Figure 1. Layout detail.
Window x 151 to 191, y 151 to 191 um. Cells in grey, sequential cells in the stronger grey; small squares are vias.
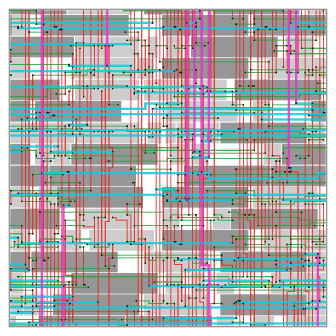
Figure 2. Wire density map.
Bar = 100 um. 34 x 34 tiles, from white (low) to dark blue (high), scaled to the fullest tile. Values are wire area over tile area, all layers added.
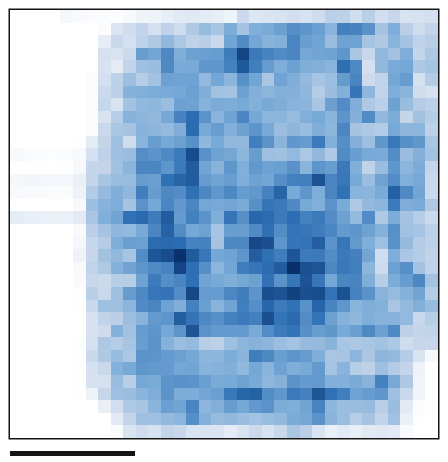
Figure 3. Clock network drawn from the DEF.
Bar = 100 um.
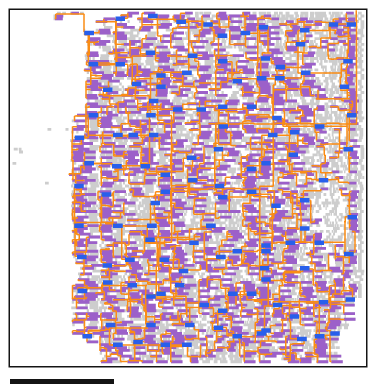
## config.mk

```make
export PLATFORM = sky130hd
export DESIGN_NAME = id_stage
export DESIGN_NICKNAME = d
export VERILOG_FILES = /design/src/rtl/id_stage.sv
export SDC_FILE = /design/constraint.sdc
export NUM_CORES = 2
export LEC_CHECK = 0
export CORE_MARGIN = 1.5
export CORE_UTILIZATION = 55
export CTS_CLUSTER_DIAMETER = 80
export DETAILED_ROUTE_END_ITERATION = 16
export PLACE_DENSITY = 0.8
export SYNTH_ARGS = -nofsm -noshare
export SYNTH_HDL_FRONTEND = slang
export SYNTH_SLANG_ARGS = --single-unit
```

## constraint.sdc

```tcl
create_clock -name clk -period 12.1 [get_ports clk]
set_clock_uncertainty 0.05 [all_clocks]
set_input_delay 3.025 -clock clk [delete_from_list [all_inputs] [get_ports clk]]
set_output_delay 3.025 -clock clk [all_outputs]
set_load 0.01 [all_outputs]
```

## src/rtl/id_stage.sv

```systemverilog
// Instruction-decode stage: register file, decoder, load-use stall and ID/EX register.
module id_stage #(
    parameter int unsigned WIDTH   = 32,
    parameter int unsigned REGSIZE = 32
) (
    input  logic               clk,
    input  logic               rst_n,
    input  logic               in_valid,
    output logic               in_ready,
    input  logic [WIDTH-1:0]   in_instr,
    input  logic [WIDTH-1:0]   in_pc,
    input  logic               flush,
    input  logic               wb_en,
    input  logic [4:0]         wb_addr,
    input  logic [REGSIZE-1:0] wb_data,
    output logic               ex_valid,
    output logic [5:0]         ex_opcode,
    output logic [5:0]         ex_funct,
    output logic [REGSIZE-1:0] ex_first,
    output logic [REGSIZE-1:0] ex_second,
    output logic [REGSIZE-1:0] ex_store_data,
    output logic [4:0]         ex_dest,
    output logic               ex_reg_write,
    output logic               ex_mem_read,
    output logic               ex_mem_write,
    output logic               ex_branch,
    output logic               ex_jump,
    output logic [WIDTH-1:0]   ex_link,
    output logic [WIDTH-1:0]   ex_branch_target,
    output logic [WIDTH-1:0]   ex_jump_target,
    output logic               illegal
);

    localparam int unsigned NREGS  = 32;
    localparam logic [5:0]  OP_R   = 6'd0;
    localparam logic [5:0]  OP_J   = 6'd2;
    localparam logic [5:0]  OP_JAL = 6'd3;
    localparam logic [5:0]  OP_LW  = 6'd4;
    localparam logic [5:0]  OP_SW  = 6'd5;
    localparam logic [5:0]  OP_BEQ = 6'd6;
    localparam logic [5:0]  FUNCT_MAX = 6'd4;
    localparam logic [4:0]  LINK_REG  = 5'd31;

    typedef struct packed {
        logic               valid;
        logic [5:0]         opcode;
        logic [5:0]         funct;
        logic [REGSIZE-1:0] first;
        logic [REGSIZE-1:0] second;
        logic [REGSIZE-1:0] store_data;
        logic [4:0]         dest;
        logic               reg_write;
        logic               mem_read;
        logic               mem_write;
        logic               branch;
        logic               jump;
        logic [WIDTH-1:0]   link;
        logic [WIDTH-1:0]   branch_target;
        logic [WIDTH-1:0]   jump_target;
    } idex_t;

    logic [REGSIZE-1:0] rf [NREGS];
    idex_t              idex_q, idex_d;
    logic               illegal_q, illegal_d;

    logic [5:0]         op, fn;
    logic [4:0]         rs, rt, rd;
    logic [REGSIZE-1:0] imm_ext, rs_val, rt_val;
    logic [WIDTH-1:0]   pc4, br_off, jtarget;
    logic               is_r, legal, reads_rs, reads_rt, hazard;

    assign op = in_instr[31:26];
    assign rs = in_instr[25:21];
    assign rt = in_instr[20:16];
    assign rd = in_instr[15:11];
    assign fn = in_instr[5:0];

    assign imm_ext = REGSIZE'({{(REGSIZE-16){in_instr[15]}}, in_instr[15:0]});
    assign pc4     = in_pc + WIDTH'(4);
    assign br_off  = WIDTH'({{(WIDTH-16){in_instr[15]}}, in_instr[15:0]}) << 2;
    assign jtarget = WIDTH'({pc4[WIDTH-1:WIDTH-4], in_instr[25:0], 2'b00});

    // Register read with write-back bypass; r0 is never bypassed
    assign rs_val = (wb_en && wb_addr == rs && rs != 5'd0) ? wb_data : rf[rs];
    assign rt_val = (wb_en && wb_addr == rt && rt != 5'd0) ? wb_data : rf[rt];

    // Classify the incoming instruction and detect a load-use dependency
    always_comb begin
        is_r     = (op == OP_R) && (fn <= FUNCT_MAX);
        legal    = is_r || op == OP_LW || op == OP_SW || op == OP_BEQ
                   || op == OP_J || op == OP_JAL;
        reads_rs = is_r || op == OP_LW || op == OP_SW || op == OP_BEQ;
        reads_rt = is_r || op == OP_SW || op == OP_BEQ;
        hazard   = idex_q.valid && idex_q.mem_read && (idex_q.dest != 5'd0)
                   && ((reads_rs && rs == idex_q.dest) || (reads_rt && rt == idex_q.dest));
    end

    // Ready whenever no stall is pending; flush consumes and drops the instruction
    assign in_ready = !rst_n || !hazard || flush;

    // Next ID/EX contents: bubble unless a legal instruction is accepted
    always_comb begin
        idex_d    = '0;
        illegal_d = 1'b0;
        if (in_valid && !flush && !hazard) begin
            if (!legal) begin
                illegal_d = 1'b1;
            end else begin
                idex_d.valid         = 1'b1;
                idex_d.opcode        = op;
                idex_d.funct         = fn;
                idex_d.link          = pc4;
                idex_d.branch_target = pc4 + br_off;
                idex_d.jump_target   = jtarget;
                case (op)
                    OP_R: begin
                        idex_d.first     = rs_val;
                        idex_d.second    = rt_val;
                        idex_d.dest      = rd;
                        idex_d.reg_write = (rd != 5'd0);
                    end
                    OP_LW: begin
                        idex_d.first     = rs_val;
                        idex_d.second    = imm_ext;
                        idex_d.dest      = rt;
                        idex_d.mem_read  = 1'b1;
                        idex_d.reg_write = (rt != 5'd0);
                    end
                    OP_SW: begin
                        idex_d.first      = rs_val;
                        idex_d.second     = imm_ext;
                        idex_d.store_data = rt_val;
                        idex_d.mem_write  = 1'b1;
                    end
                    OP_BEQ: begin
                        idex_d.first  = rs_val;
                        idex_d.second = rt_val;
                        idex_d.branch = 1'b1;
                    end
                    OP_J: begin
                        idex_d.jump = 1'b1;
                    end
                    OP_JAL: begin
                        idex_d.jump      = 1'b1;
                        idex_d.dest      = LINK_REG;
                        idex_d.reg_write = 1'b1;
                    end
                    default: begin
                        idex_d.valid = 1'b0;
                    end
                endcase
            end
        end
    end

    // ID/EX pipeline register and illegal-instruction pulse
    always_ff @(posedge clk) begin
        if (!rst_n) begin
            idex_q    <= '0;
            illegal_q <= 1'b0;
        end else begin
            idex_q    <= idex_d;
            illegal_q <= illegal_d;
        end
    end

    // Register file write-back; r0 stays zero
    always_ff @(posedge clk) begin
        if (!rst_n) begin
            for (int i = 0; i < int'(NREGS); i++) begin
                rf[i] <= '0;
            end
        end else if (wb_en && wb_addr != 5'd0) begin
            rf[wb_addr] <= wb_data;
        end
    end

    assign ex_valid         = idex_q.valid;
    assign ex_opcode        = idex_q.opcode;
    assign ex_funct         = idex_q.funct;
    assign ex_first         = idex_q.first;
    assign ex_second        = idex_q.second;
    assign ex_store_data    = idex_q.store_data;
    assign ex_dest          = idex_q.dest;
    assign ex_reg_write     = idex_q.reg_write;
    assign ex_mem_read      = idex_q.mem_read;
    assign ex_mem_write     = idex_q.mem_write;
    assign ex_branch        = idex_q.branch;
    assign ex_jump          = idex_q.jump;
    assign ex_link          = idex_q.link;
    assign ex_branch_target = idex_q.branch_target;
    assign ex_jump_target   = idex_q.jump_target;
    assign illegal          = illegal_q;

endmodule

```

==> tab_implementation.tex <==
% Yosys + OpenROAD metrics
\begin{tabular}{lr}
\hline
Metric & Value \\
\hline
\multicolumn{2}{l}{\textbf{Outcome}} \\
Result of the run & finished, final reports clean \\
\multicolumn{2}{l}{\textbf{Timing}} \\
Headroom to the max-slew limit & around 8.5\% \\
Post-layout minimum cycle time & between 8 and 9 ns \\
Fmax & between 0.1 and 0.15 GHz \\
Unrepaired setup endpoints after global routing & false \\
Post-route setup TNS & 0 ns \\
Final-layout worst hold slack & 0.798 ns \\
Setup-failing EPs final & 0 \\
\multicolumn{2}{l}{\textbf{Critical path}} \\
Max stage delay cell, worst path & sky130\_fd\_sc\_hd\_\_o21ai\_0 \\
Largest delay share family, worst path & AND-OR/OR-AND gates \\
Critical path endpoint & in\_ready \\
Start-to-end type of the worst setup path & input pin to output port \\
Most used cell, CP & sky130\_fd\_sc\_hd\_\_clkdlybuf4s50\_1 \\
Largest incremental delay on the critical path & roughly 0.64 ns \\
Combined buffer and inverter count along the critical path & 2 \\
Critical path peak fanout & 5 \\
Data required time of the critical path & 9.02 ns \\
\multicolumn{2}{l}{\textbf{Global routing}} \\
Residual overflow from global routing & 0 \\
Vias in the first global route & 41993 \\
\multicolumn{2}{l}{\textbf{Job}} \\
Log Warnings & 34 \\
\multicolumn{2}{l}{\textbf{Yosys}} \\
Count of state elements after synthesis & 1226 \\
Netlist area before placement & 0.0631 sq mm \\
Most frequent cell after synthesis & sky130\_fd\_sc\_hd\_\_and2\_1 \\
Largest type area fraction & 48.8\% \\
Number of synthesized flops with an enable pin & 1024 \\
Seq share, synth & roughly 55\% \\
Asr flop ratio synth & 0\% \\
\multicolumn{2}{l}{\textbf{Clock network}} \\
Clock transition time at the flip-flop clock pins of the worst setup and hold paths & 0.07 ns \\
Number of buffers inserted during clock tree synthesis & around 120 \\
\multicolumn{2}{l}{\textbf{Route}} \\
Total routed wirelength & 200000 um \\
Remaining DRCs & 0 \\
Post-DRT Antenna Nets & 0 \\
Amount of wire on met2 after detailed routing & 93800 um \\
\multicolumn{2}{l}{\textbf{Layout}} \\
Relative area change from synthesis to final layout & 13.5\% \\
\multicolumn{2}{l}{\textbf{Die}} \\
Core area & around 0.11 sq mm \\
Placement Rows & 124 \\
Starting density of the core & 55.3\% \\
Overall die area & 0.117 sq mm \\
\multicolumn{2}{l}{\textbf{Power and ir drop}} \\
Power density normalized to cell area & around 140 mW/mm\^{}2 \\
\multicolumn{2}{l}{\textbf{Worst hold path}} \\
Hold WC Path Type & flip-flop to flip-flop \\
\hline
\end{tabular}
Notes on Figure 1 above:
| layer | colour |
|---|---|
| M2 | red |
| M4 | magenta |
| M1 | green |
| M3 | cyan |
most frequent: edfxtp_1 (25), and2_1 (18), mux4_2 (12)
cells with their middle in the window: 72
netlist names of flops here include: `rf` (25)
sequential cells in the window: 25

Notes on Figure 2 above:
nearly empty tiles: 17%
densest ninth of the die: centre
mean over tiles: 0.31

Notes on Figure 3 above:
[clock-net drivers] blue | count: 120
[flip-flops] purple | count: 1226
[clock wires] orange | length: 14000 um
routed clock nets: 121

==> registers in the layout (all words and copies together) (netlist names), 5 cells and up <==
name	count
rf	1024
ex_first	32
ex_link	32
ex_second	32
ex_store_data	32
ex_branch_target	30
ex_jump_target	21
ex_opcode	6
ex_dest	5
ex_funct	5
==> where the power goes <==
group	internal (uW)	total [uW]	switching, uW
combinational	471	1150	675
sequential	4770	4870	103
clock	2110	3740	1630
total	7350	9750	2410
==> area by class of cell <==
type,count,area (sq um),share of cell area (%)
tap,1512,1890,2.64
timing repair buffer,432,4090,5.71
clock inverter,54,449,0.627
sequential,1226,34800,48.6
multi-input combinational,2873,26900,37.6
inverter,14,52.6,0.0734
antenna,6,15.0,0.0210
clock buffer,168,3420,4.77
==> logic make-up after synthesis <==
kind of cell	Yosys count	synth area share [%]
AOI/OAI and AO/OA	387	4.31
xor gates and xnor gates	73	1.04
adders and majority gates	33	0.663
buffers and inverters	464	3.19
DFF	1226	55.2
muxes	769	21.1
other	1	0.00595
and+or+nand+nor	1574	14.5
==> metrics by stage <==
stage / instance area [sq um] / cells
finish: 71600 / 6285
detailed placement: 67700 / 6057
global placement: 67700 / 6057
global route: 71600 / 6283
floorplan: 63200 / 4563
CTS: 71600 / 6279
==> worst register-to-register path, delay by kind of cell (launching register included) <==
family / cells / cell delay (ns)
AND-OR/OR-AND: 1 / 0.07
buffers and inverters: 1 / 0.77
AND/OR/NAND/NOR: 5 / 2.42
flip-flops: 1 / 0.43
==> routing by layer <==
metal	global-route usage (%)	vias up
met5	0	-
met4	15.9	8
met3	11.0	689
met2	54.1	3489
met1	42.0	21140
li1	-	17217
Power is estimated from default activity; no workload was simulated.
